## config.mk

```make
export PLATFORM = sky130hd
export DESIGN_NAME = shifter_flat
export DESIGN_NICKNAME = d
export VERILOG_FILES = /design/src/rtl/shifter_if.sv /design/src/rtl/shifter.sv /design/src/flat_wrapper.sv
export SDC_FILE = /design/constraint.sdc
export NUM_CORES = 1
export LEC_CHECK = 0
export CAP_MARGIN = 20
export CORE_ASPECT_RATIO = 1.2
export CORE_UTILIZATION = 49
export CTS_CLUSTER_SIZE = 14
export DETAILED_ROUTE_END_ITERATION = 6
export GPL_ROUTABILITY_DRIVEN = 0
export PLACE_DENSITY_LB_ADDON = 0.25
export SYNTH_ARGS = -nofsm -noshare
export SYNTH_HDL_FRONTEND = slang
export SYNTH_SLANG_ARGS = --single-unit
```

## constraint.sdc

```tcl
create_clock -name clk -period 1.7 [get_ports clk]
set_input_delay 0.51 -clock clk [delete_from_list [all_inputs] [get_ports clk]]
set_output_delay 0.51 -clock clk [all_outputs]
set_load 0.03 [all_outputs]
```

## src/rtl/shifter_if.sv

```systemverilog
// Purpose : host + SPI pin bundle for the byte-wide SPI mode-0 shift engine.
// Ports   : host side start_write/start_read/data_in/speed in, data_out/busy out;
//           SPI side miso in, mosi/sclk out. The slave modport is the engine's view.
interface shifter_if;
  logic       start_write;
  logic       start_read;
  logic [7:0] data_in;
  logic [7:0] data_out;
  logic [1:0] speed;
  logic       busy;
  logic       miso;
  logic       mosi;
  logic       sclk;

  // Engine side
  modport slave (
    input  start_write, start_read, data_in, speed, miso,
    output data_out, busy, mosi, sclk
  );

  // Host / SPI-slave side
  modport master (
    output start_write, start_read, data_in, speed, miso,
    input  data_out, busy, mosi, sclk
  );
endinterface

```

## src/rtl/shifter.sv

```systemverilog
// Purpose : SPI master shift engine, mode 0 (CPOL=0, CPHA=0), MSB first, 8-bit transfers.
// Latency : busy rises one clk after the start pulse and stays high for 16*2^speed clks;
//           data_out updates on the edge busy falls (reads only).
// Backpressure: none; start pulses arriving while busy are dropped.
// Ports   : clk, rst (async active-high); bus (shifter_if.slave) carries host and SPI pins.
module shifter (
  input  logic      clk,
  input  logic      rst,
  shifter_if.slave  bus
);

  typedef enum logic [1:0] {
    ST_IDLE = 2'd0,
    ST_LOW  = 2'd1,
    ST_HIGH = 2'd2
  } state_t;

  state_t     state_q, state_d;
  logic [2:0] cnt_q, cnt_d;        // cycles spent in the current phase
  logic [2:0] half_q, half_d;      // phase length minus one, latched at start
  logic [2:0] bit_q, bit_d;        // bit index 0..7 of the transfer
  logic [7:0] tx_q, tx_d;
  logic [7:0] rx_q, rx_d;
  logic [7:0] data_out_q, data_out_d;
  logic       is_read_q, is_read_d;
  logic       mosi_q, mosi_d;
  logic       sclk_q, sclk_d;
  logic       busy_q, busy_d;

  logic [2:0] half_sel;
  logic [7:0] tx_load;

  always_comb begin
    half_sel = 3'd0;
    case (bus.speed)
      2'd0: half_sel = 3'd0;
      2'd1: half_sel = 3'd1;
      2'd2: half_sel = 3'd3;
      2'd3: half_sel = 3'd7;
      default: half_sel = 3'd0;
    endcase
  end

  // A read clocks out all ones so the slave sees an idle-high line.
  assign tx_load = bus.start_write ? bus.data_in : 8'hFF;

  always_comb begin
    state_d    = state_q;
    cnt_d      = cnt_q;
    half_d     = half_q;
    bit_d      = bit_q;
    tx_d       = tx_q;
    rx_d       = rx_q;
    data_out_d = data_out_q;
    is_read_d  = is_read_q;
    mosi_d     = mosi_q;
    sclk_d     = sclk_q;
    busy_d     = busy_q;

    case (state_q)
      ST_IDLE: begin
        if (bus.start_write || bus.start_read) begin
          state_d   = ST_LOW;
          busy_d    = 1'b1;
          cnt_d     = 3'd0;
          bit_d     = 3'd0;
          half_d    = half_sel;
          // write wins when both pulses coincide
          is_read_d = ~bus.start_write;
          tx_d      = tx_load;
          mosi_d    = tx_load[7];
          rx_d      = 8'h00;
        end
      end

      ST_LOW: begin
        if (cnt_q == half_q) begin
          // rising sclk: slave data has been stable since the previous falling edge
          state_d = ST_HIGH;
          sclk_d  = 1'b1;
          cnt_d   = 3'd0;
          rx_d    = {rx_q[6:0], bus.miso};
        end else begin
          cnt_d = cnt_q + 3'd1;
        end
      end

      ST_HIGH: begin
        if (cnt_q == half_q) begin
          sclk_d = 1'b0;
          cnt_d  = 3'd0;
          if (bit_q == 3'd7) begin
            state_d = ST_IDLE;
            busy_d  = 1'b0;
            mosi_d  = 1'b1;
            if (is_read_q) begin
              data_out_d = rx_q;
            end
          end else begin
            state_d = ST_LOW;
            bit_d   = bit_q + 3'd1;
            tx_d    = {tx_q[6:0], 1'b0};
            mosi_d  = tx_q[6];
          end
        end else begin
          cnt_d = cnt_q + 3'd1;
        end
      end

      default: begin
        state_d = ST_IDLE;
      end
    endcase
  end

  always_ff @(posedge clk or posedge rst) begin
    if (rst) begin
      state_q    <= ST_IDLE;
      cnt_q      <= 3'd0;
      half_q     <= 3'd0;
      bit_q      <= 3'd0;
      tx_q       <= 8'h00;
      rx_q       <= 8'h00;
      data_out_q <= 8'h00;
      is_read_q  <= 1'b0;
      mosi_q     <= 1'b1;
      sclk_q     <= 1'b0;
      busy_q     <= 1'b0;
    end else begin
      state_q    <= state_d;
      cnt_q      <= cnt_d;
      half_q     <= half_d;
      bit_q      <= bit_d;
      tx_q       <= tx_d;
      rx_q       <= rx_d;
      data_out_q <= data_out_d;
      is_read_q  <= is_read_d;
      mosi_q     <= mosi_d;
      sclk_q     <= sclk_d;
      busy_q     <= busy_d;
    end
  end

  assign bus.data_out = data_out_q;
  assign bus.busy     = busy_q;
  assign bus.mosi     = mosi_q;
  assign bus.sclk     = sclk_q;

endmodule

```

## src/flat_wrapper.sv

```systemverilog
// flat-port wrapper written by rule: the top's interface ports become plain ports
module shifter_flat 
  (clk, rst, bus_start_write, bus_start_read, bus_data_in, bus_speed, bus_miso, bus_data_out, bus_busy, bus_mosi, bus_sclk);
  shifter_if bus_i ();
  input  logic clk;
  input  logic rst;
  input wire logic [$bits(bus_i.start_write)-1:0] bus_start_write;
  input wire logic [$bits(bus_i.start_read)-1:0] bus_start_read;
  input wire logic [$bits(bus_i.data_in)-1:0] bus_data_in;
  input wire logic [$bits(bus_i.speed)-1:0] bus_speed;
  input wire logic [$bits(bus_i.miso)-1:0] bus_miso;
  output wire logic [$bits(bus_i.data_out)-1:0] bus_data_out;
  output wire logic [$bits(bus_i.busy)-1:0] bus_busy;
  output wire logic [$bits(bus_i.mosi)-1:0] bus_mosi;
  output wire logic [$bits(bus_i.sclk)-1:0] bus_sclk;
  assign bus_i.start_write = bus_start_write;
  assign bus_i.start_read = bus_start_read;
  assign bus_i.data_in = bus_data_in;
  assign bus_i.speed = bus_speed;
  assign bus_i.miso = bus_miso;
  assign bus_data_out = bus_i.data_out;
  assign bus_busy = bus_i.busy;
  assign bus_mosi = bus_i.mosi;
  assign bus_sclk = bus_i.sclk;
  shifter u_core (.clk(clk), .rst(rst), .bus(bus_i));
endmodule
```

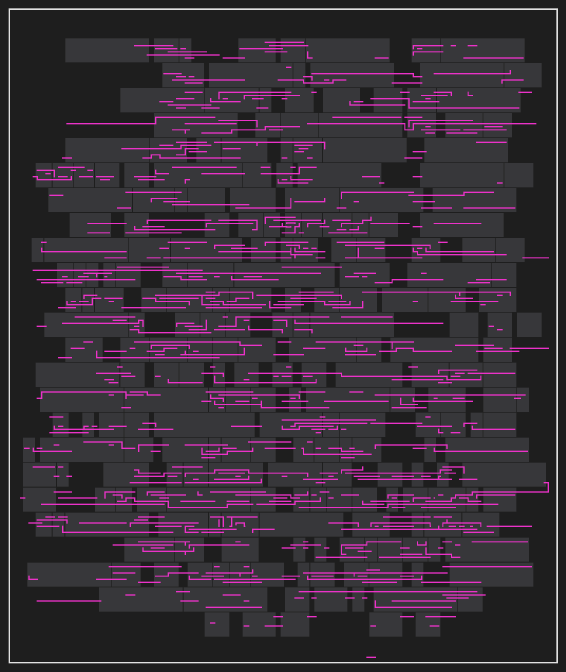
(images/m1.png)
Cells faint in the background.
The longest straight run is 19.3 µm. 232 nets have wire on it. The layer carries 1980 µm of wire.
final WL: 5.31 mm
met1 usage: 0.277
vias post-DR: 1700

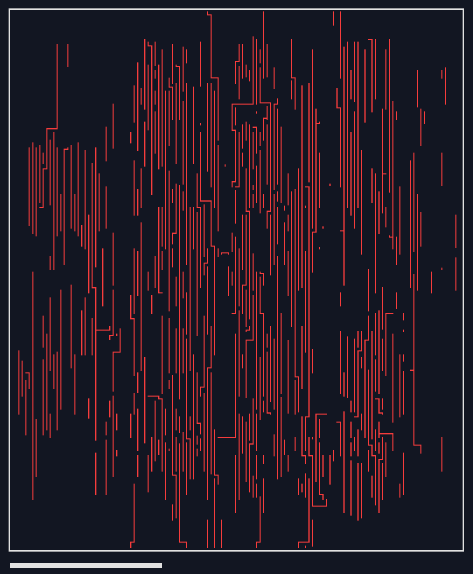
(images/m2.png)
Scale bar: 20 µm.
The layer carries 2870 µm of wire. The layer holds 54% of the routed length. 242 nets have wire on it. The longest straight run is 31.3 µm.
met2 GRT Util: 0.479

==> impl_metrics.yaml <==
# implementation run metrics
status:
  status: "complete, but fails checks"
  violations: "setup timing"
logic_synthesis:
  mux_share: 0.0695
  top_cell: "dfrtp_1"
  postSynthSeqShare: 0.489
  yosys_most_used_dff: "dfrtp_1"
  ys_async_sr_fraction: 1.00
  synth_area_um2: 1950
  topCellsByArea: "dfrtp_1, mux2_2, ha_1"
  edf_count: 0
  largest_area_cell: "dfrtp_1"
  synth_cell_type_count: 36
  xor_share: 0.0135
  ys_sh_aoi: 0.201
  ys_chip_area_um2: 1950
  ys_cells: 177
  fa_ha_area_frac: 0.0514
  ys.warnings.count: 0
  synthTopCellsByCount: "dfrtp_1, nand2_1, mux2_2, o21ai_0"
  simple_gate_area_frac: 0.149
  avgSynthCellArea_um2: 11.0
  synth_cells: 177
route:
  dr.pass1.iters: 4
  drt_first_iter_violations: 95
  routed.top_layer: "met4"
  ant_nets: 0
  post_drt_wl_per_cell_um: 17.8
  wl_met2_mm: 2.87
  vias_per_cell: 5.70
  wl_met1_mm: 1.98
  drc: 0
final_layout:
  stdcell_area_um2: 2810
  layoutNonFillerInstCount: 298
  synthToLayoutAreaGrowth_pct: 44.6
  nets: 268
  drive_gt1_frac: 0.374
sta:
  slew_viol_final: 0
  slew_headroom: 0.729
  rsz0062_at_grt: "true"
  hold_ws_ns: 0.400
  fin_tns_setup_ns: -1.68
  tightest_slew_ns: 0.406
  setup_slack_ns: -0.158
  final-setup-viol-count: 24
  hold_violations: 0
  fin_crit_ns: 1.86
clock_network:
  clk_pin_slew_ns: 0.08
  clk_path_buf_depth: 2
  clk_latency_ns: 0.30
  cts_inserted_buffers: 5
  cts-root-buf: "clkbuf_8"
  cts.sinks: 38
  post_cts_buffers: 4
  htreeDepth: 2
  ctsResizeCount: 26
flow_run:
  max_cap_violations: 0
  tool_warnings: 33
setup_path:
  crit-reg2reg-capture: "u_core.bus.data_out[5]$_DFFE_PP0P_"
  reg2regPathDepth: 4
  cp.required_ns: 1.89
  critPathLaunchType: "flop"
  crit_end: "u_core.bus.data_out[5]$_DFFE_PP0P_"
  rrSetupSlack_ns: -0.16
  path_max_fanout: 8
  r2r_start: "u_core.cnt_q[1]$_DFFE_PP0P_"
  end_kind: "flop"
  critPathLaunch: "u_core.cnt_q[1]$_DFFE_PP0P_"
  worstPathArrival_ns: 2.04
pwr:
  powerComb_mw: 2.49
  p_seq_frac: 0.279
  power_frac_comb: 0.525
  p_switching_mw: 1.74
  swShare: 0.367
  maxPowerGroup: "combinational cells"
  p_int_mw: 3.00
die:
  core_area_um2: 3720
  dieArea_um2: 4230
  core_util_floorplan: 0.523
  die_h_um: 71.0
place:
  dp_hpwl_mm: 3.72
  dp_worst_setup_slack_ns: -0.396
global_routing:
  grt_max_degree: 19
  first_global_vias: 1803
  grt_antenna_before_repair: 0
min_path:
  hold_path_class: "in -> async"
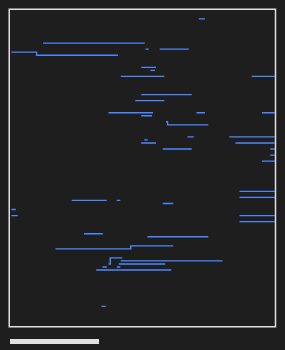
(images/m3.png)
Scale bar: 20 µm.
The wires run mostly horizontal. The layer carries 290 µm of wire.
global-route track usage on met3: 0.0530

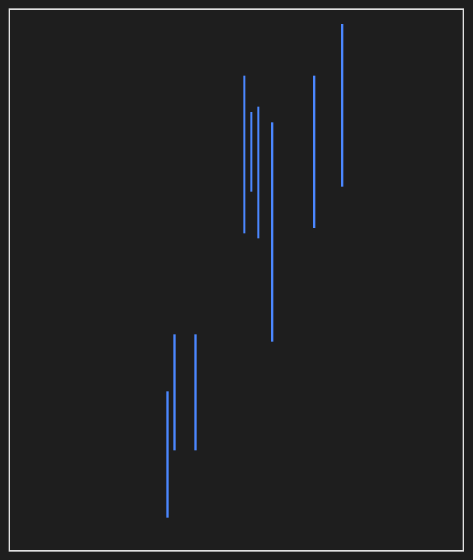
(images/m4.png)
The longest straight run is 28.6 µm. The wires run mostly vertical. The layer carries 163 µm of wire. The layer holds 3.1% of the routed length. 9 nets have wire on it.

## state kept, by name (all words and copies together) (netlist names)
name	count
u_core.bit_q	3
u_core.bus.busy	1
u_core.bus.data_out	8
u_core.bus.mosi	1
u_core.bus.sclk	1
u_core.cnt_q	3
u_core.half_q	3
u_core.is_read_q	1
u_core.rx_q	8
u_core.state_q	2
u_core.tx_q	7
## worst min path at each step
stage	end	cells past startpoint	slack (ns)
after CTS	u_core.bus.sclk$_DFFE_PP0P_	2	0.41
after global routing	u_core.bus.sclk$_DFFE_PP0P_	2	0.43
after global placement	u_core.rx_q[7]$_DFFE_PP0P_	1	0.48
after detailed placement	u_core.bus.data_out[3]$_DFFE_PP0P_	1	0.51
final	u_core.bus.sclk$_DFFE_PP0P_	2	0.40
after floorplan	u_core.rx_q[7]$_DFFE_PP0P_	1	0.46
## layout make-up
class                      instances  area, µm²
multi-input combinational        127       1070
sequential                        38        953
fill                             277        911
timing repair buffer              66        561
clock buffer                       5       68.8
clock inverter                     3       68.8
tap                               52       65.1
inverter                           7       26.3
## layer usage
layer / vias up / track usage
met2: 58 / 0.479
met4: 0 / 0.103
met3: 20 / 0.0530
met5: - / 0
li1: 779 / -
met1: 843 / 0.277
## cells in the final DEF, fill, tap and decap left out, types with 3 or more instances in the layout
cell type	count
dfrtp_1	36
o21a_1	3
o21ai_1	3
a21oi_1	5
nand3_1	3
a22o_1	8
mux2_2	10
dlygate4sd2_1	12
clkdlybuf4s50_1	12
ha_1	4
a21o_1	6
nor2b_1	3
inv_1	5
nand2_1	23
o21ai_0	8
nor2_1	5
buf_4	39
clkbuf_8	5
xor2_1	3
a21boi_0	6
ha_4	3
a221o_2	6
## critical path, cell delays in order, from the launching register on
cell and delay [ns]:
dfrtp_1 0.41, xor2_1 0.18, or4b_4 0.58, nor2_8 0.19, mux2_2 0.37
Power figures rest on the tool's default switching activity, not on a simulated workload.
